Figure 1. Placed standard cells.
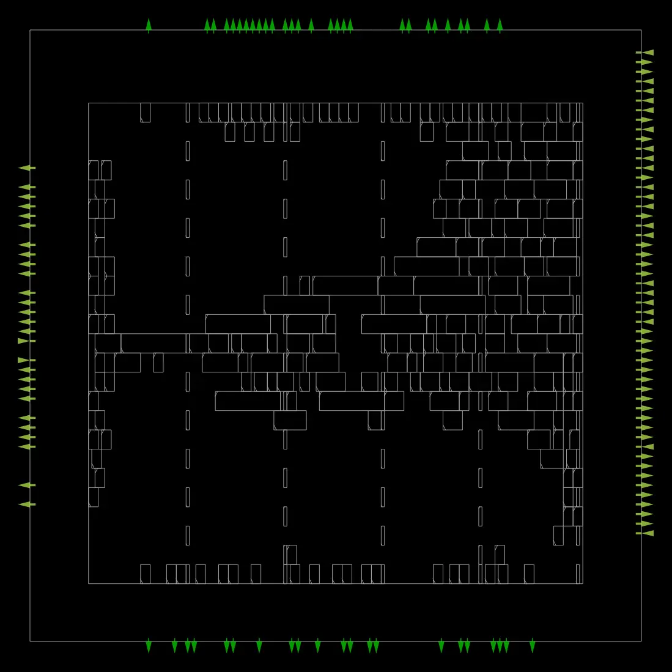
Figure 2. Wiring by layer.
Only two layers are drawn.
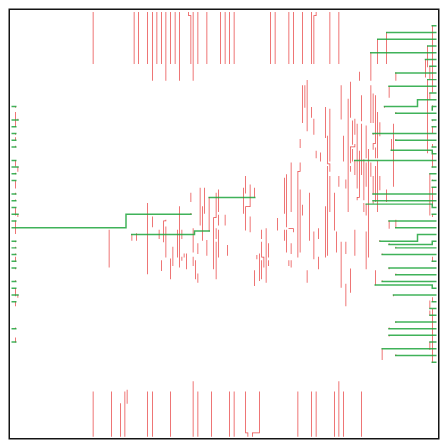
Figure 3. Met2 routing.
Scale bar: 20 um.
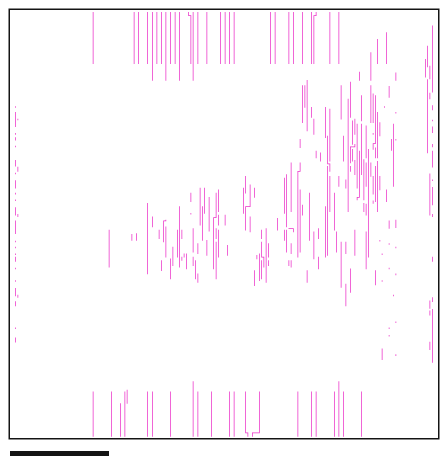
Figure 4. Sequential cells grouped by signal name.
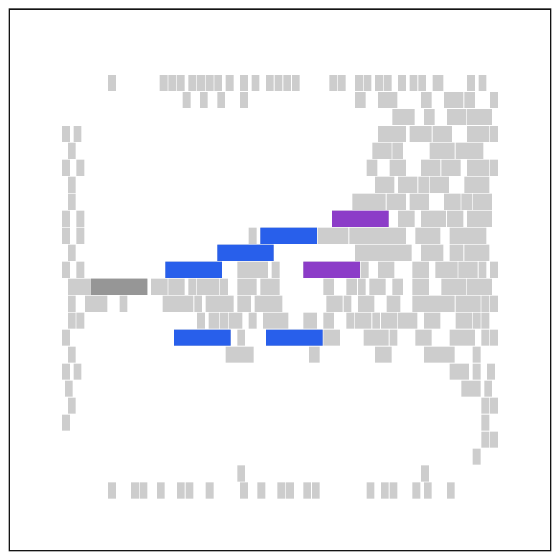
--- config.mk ---
export PLATFORM = sky130hd
export DESIGN_NAME = hazard_control_unit
export DESIGN_NICKNAME = d
export VERILOG_FILES = /design/src/rtl/hazard_control_unit_pkg.sv /design/src/rtl/hazard_perf_counter.sv /design/src/rtl/hazard_control_unit.sv
export SDC_FILE = /design/constraint.sdc
export NUM_CORES = 1
export LEC_CHECK = 0
export CORE_MARGIN = 8
export CORE_UTILIZATION = 28
export CTS_CLUSTER_SIZE = 16
export DETAILED_ROUTE_END_ITERATION = 10
export MAX_ROUTING_LAYER = met4
export PLACE_DENSITY = 0.78
export SYNTH_ARGS = -nofsm -noshare
export SYNTH_HDL_FRONTEND = slang
export SYNTH_SLANG_ARGS = --single-unit
--- constraint.sdc ---
create_clock -name clk -period 1.8 [get_ports clk]
set_input_delay 0.45 -clock clk [delete_from_list [all_inputs] [get_ports clk]]
set_output_delay 0.45 -clock clk [all_outputs]
set_load 0.02 [all_outputs]
--- src/rtl/hazard_control_unit_pkg.sv ---
// Shared pipeline definitions: freeze-FSM state encodings, forwarding select codes,
// and the packed stage write-enable bundle used by the hazard control unit.
package hazard_control_unit_pkg;

  typedef enum logic [1:0] {
    HZ_S_INIT    = 2'd0,
    HZ_S_RUN     = 2'd1,
    HZ_S_MEMWAIT = 2'd2,
    HZ_S_HALT    = 2'd3
  } hz_state_e;

  // Operand select codes consumed by the forwarding unit
  localparam logic [1:0] FWD_NONE  = 2'b00;
  localparam logic [1:0] FWD_MEMWB = 2'b01;
  localparam logic [1:0] FWD_EXMEM = 2'b10;

  typedef struct packed {
    logic pc;
    logic ifid;
    logic idex;
    logic exmem;
    logic memwb;
  } stage_we_t;

endpackage

--- src/rtl/hazard_perf_counter.sv ---
// Saturating event counter with enable; holds at all-ones once full.
// Latency: count visible the cycle after the enabling event. No backpressure.
module hazard_perf_counter #(
  parameter int CNT_W = 32
) (
  input  logic             clk,
  input  logic             reset,
  input  logic             en,
  output logic [CNT_W-1:0] cnt
);

  always_ff @(posedge clk or posedge reset) begin
    if (reset) begin
      cnt <= '0;
    end else if (en && (cnt != '1)) begin
      cnt <= cnt + CNT_W'(1);
    end
  end

endmodule

--- src/rtl/hazard_control_unit.sv ---
// Pipeline freeze FSM, load-use/branch hazard control and dmem timeout watchdog.
// Outputs are combinational from state and inputs; HAZARD_PERF_CNT_EN adds perf counters.
module hazard_control_unit
  import hazard_control_unit_pkg::*;
#(
  parameter int MEM_TIMEOUT = 16,
  parameter int TMO_W       = 5,
  parameter int CNT_W       = 32
) (
  input  logic             clk,
  input  logic             reset,
  input  logic [4:0]       rs1_id,
  input  logic [4:0]       rs2_id,
  input  logic             use_rs1_id,
  input  logic             use_rs2_id,
  input  logic [4:0]       rd_ex,
  input  logic             memread_ex,
  input  logic             branch_taken_ex,
  input  logic             dmem_req_mem,
  input  logic             dmem_ready,
  output logic             pc_write,
  output logic             ifid_write,
  output logic             idex_write,
  output logic             exmem_write,
  output logic             memwb_write,
  output logic             ifid_flush,
  output logic             idex_bubble,
  output logic             mem_timeout_err,
  output logic [CNT_W-1:0] stall_cnt,
  output logic [CNT_W-1:0] flush_cnt,
  output logic [CNT_W-1:0] wait_cnt
);

  hz_state_e        state_q, state_d;
  logic [TMO_W-1:0] wait_q, wait_d;
  logic             err_q, err_d;
  stage_we_t        we;
  logic             flush, bubble, run_rules;
  logic             load_use, mem_done;
  logic             stall_ev, flush_ev, wait_ev;

  assign load_use = memread_ex && (rd_ex != 5'd0) &&
                    ((use_rs1_id && (rs1_id == rd_ex)) || (use_rs2_id && (rs2_id == rd_ex)));
  // A ready strobe only counts against an access that is actually in flight
  assign mem_done = dmem_req_mem && dmem_ready;

  always_comb begin
    state_d   = state_q;
    wait_d    = wait_q;
    err_d     = err_q;
    we        = '0;
    flush     = 1'b0;
    bubble    = 1'b0;
    run_rules = 1'b0;
    stall_ev  = 1'b0;
    flush_ev  = 1'b0;
    wait_ev   = (state_q == HZ_S_MEMWAIT);
    unique case (state_q)
      HZ_S_INIT: begin
        flush   = 1'b1;
        bubble  = 1'b1;
        state_d = HZ_S_RUN;
      end
      HZ_S_RUN: run_rules = 1'b1;
      HZ_S_MEMWAIT: begin
        if (mem_done) begin
          run_rules = 1'b1;
          state_d   = HZ_S_RUN;
        end else if (wait_q == TMO_W'(MEM_TIMEOUT)) begin
          err_d   = 1'b1;
          state_d = HZ_S_HALT;
        end else begin
          wait_d = wait_q + TMO_W'(1);
        end
      end
      HZ_S_HALT: ;
      default: state_d = HZ_S_INIT;
    endcase

    // The freeze lifts in the same cycle ready arrives, so run rules apply there too
    if (run_rules) begin
      we = '1;
      if (dmem_req_mem && !dmem_ready) begin
        we      = '0;
        state_d = HZ_S_MEMWAIT;
        wait_d  = TMO_W'(1);
      end else if (branch_taken_ex) begin
        flush    = 1'b1;
        bubble   = 1'b1;
        flush_ev = 1'b1;
      end else if (load_use) begin
        we.pc    = 1'b0;
        we.ifid  = 1'b0;
        bubble   = 1'b1;
        stall_ev = 1'b1;
      end
    end
  end

  always_ff @(posedge clk or posedge reset) begin
    if (reset) begin
      state_q <= HZ_S_INIT;
      wait_q  <= '0;
      err_q   <= 1'b0;
    end else begin
      state_q <= state_d;
      wait_q  <= wait_d;
      err_q   <= err_d;
    end
  end

  assign pc_write        = we.pc;
  assign ifid_write      = we.ifid;
  assign idex_write      = we.idex;
  assign exmem_write     = we.exmem;
  assign memwb_write     = we.memwb;
  assign ifid_flush      = flush;
  assign idex_bubble     = bubble;
  assign mem_timeout_err = err_q;

`ifdef HAZARD_PERF_CNT_EN
  hazard_perf_counter #(.CNT_W(CNT_W)) u_stall_cnt (
    .clk(clk), .reset(reset), .en(stall_ev), .cnt(stall_cnt));
  hazard_perf_counter #(.CNT_W(CNT_W)) u_flush_cnt (
    .clk(clk), .reset(reset), .en(flush_ev), .cnt(flush_cnt));
  hazard_perf_counter #(.CNT_W(CNT_W)) u_wait_cnt (
    .clk(clk), .reset(reset), .en(wait_ev), .cnt(wait_cnt));
`else
  logic unused_perf_ev;
  assign unused_perf_ev = ^{stall_ev, flush_ev, wait_ev};
  assign stall_cnt = '0;
  assign flush_cnt = '0;
  assign wait_cnt  = '0;
`endif

endmodule

==> Changelog: implementation <==
### Changed

* Met1 Track Usage GR at 0.0858
* TritonCTS clock tree: done
* Worst Path Buf+Inv at 2
* PD cells at 1030 nW/um^2
* Setup tns final at -1.81 ns
* Met3 Usage GRT at 0.0397
* GP Congestion at 0.923
* YS warnings at 0
* Vias in the first global route at 1047
* Dominant Register Cell: dfrtp_1
* Count of tool warnings at 32
* Post-CTS sizing at 93
* Remaining DRCs at 0
* Combinational fraction of the cell area at 0.541
* Cell count listed in synth_stat.txt at 170
* RR Endpoint: wait_q[0]
* Core ar. at 4750 um^2
* Fmax at 0.475 GHz
* Startpoint types: flip-flop
* Comb pwr at 1.13 mW
* Asr flop ratio synth at 1.00
* CP cell instances: inv_2 > ha_2 > a21oi_2 > nor3b_4 > o211ai_1 > o21bai_2 > buf_6
* WP depth at 7
* Biggest Area Class: logic gates
* Die width at 86.5 um
* R2R depth at 8
* Total GRT Usage at 0.0781
* CTS hold repair buffers at 0
* Fraction of area in registers at 0.127
* Clk pwr share at 0.135
* Highest-count logic cell in the final layout: conb_1
* Clock Tree Root: clkbuf_8
* Die Area at 7480 um^2
* Fin cells at 281
* Final setup violation count at 7
* Number of fill cells in the layout at 516
* Sequential share of the synthesized area at 0.144
* Die Ht at 86.5 um
* Tmin final at 2.11 ns
* Synth Instances at 170
* Max Cap Viol at 0
* Post-route cell area at 1570 um^2
* R2R setup slack at 0.25 ns
* Drt first pass iters at 6
* Cell family with most CP delay: flip-flops
* Worst reg2reg path startpoint: state_q[0]
* #MultiIn Comb at 153
* Area occupied by multi-input gates at 852 um^2
* Total gr overflow at 0
* Switch share at 0.460
* Non-clock buffers at 45
* Clock group power at 0.218 mW
* Worst vdd rail ir drop at 0.417 mV
* CP required at 1.35 ns
* Initial drt markers at 14
* Comb pwr share at 0.699
* Average cell area after synthesis at 8.18 um^2
* Via/cell ratio at 3.32
* N_diodes at 0
* Clk slew on worst S/H paths at 0.04 ns
* Final Hold Viols at 0
* Biggest consumer: combinational logic
* Synthesized area at 1390 um^2
* Count of library flops with an enable pin at 0
* Routed wl met2 at 1310 um
* H-tree levels at 1
* Outcome: finished, violations left
* Failing checks: setup timing
* Reg area at 200 um^2
* CP arrival at 1.66 ns
* Met2 usage at 0.127
* Pint at 0.874 mW
* Antenna-violating nets left at 0
* Layout Nets at 244
* Final HPWL DP at 2750 um
* RSZ-0062 raised after global routing: yes
* Worst min path class: in -> async
* Critical Path Start: state_q[1]
* Final WS setup at -0.305 ns
* CTS Buf Count at 3
* IO Pins at 127
-- Figure 1 (at the start) --
# rows: 25
flop count: 8

-- Figure 2 (at the start) --
legend:
  red:
    layer: M2
    wire_length: 1310 um
  green:
    layer: M3
    wire_length: 419 um

-- Figure 3 (at the start) --
wire length on this layer: 1310 um
longest straight run: 22.8 um
main direction: vertical
nets with wire on the layer: 221
share of all routed wire: 42%

-- Figure 4 (at the start) --
legend:
  blue:
    netlist_name: wait_q
    flops: 5
    where: centre
  purple:
    netlist_name: state_q
    flops: 2
not coloured: 1

registers in the layout (all words and copies together) (netlist names):
register and count:
wait_q 5, state_q 2, mem_timeout_err 1
cell usage after synthesis (all sizes together), types with 2 or more instances:
cell    n  share of area
buf    99           0.53
xor2   10          0.063
dfrtp   8           0.14
nor2    8          0.022
ha      5          0.045
inv     5          0.013
a21oi   4          0.014
nand2   3         0.0081
o21ai   3          0.011
a21o    2          0.011
and3    2         0.0090
nand4   2         0.0090
nor4    2          0.013
xnor2   2          0.013
cell families (layout without fill, tap and decap cells):
group,Yosys count,after routing,share of synthesized area
other,1,96,0.00270
adders and majority gates,5,5,0.0450
xor gates and xnor gates,12,12,0.0755
and+or+nand+nor,24,24,0.105
muxes,1,1,0.00719
AOI/OAI and AO/OA,15,15,0.0728
buffers and inverters,104,53,0.548
DFF,8,8,0.144
Power is estimated from default activity; no workload was simulated.
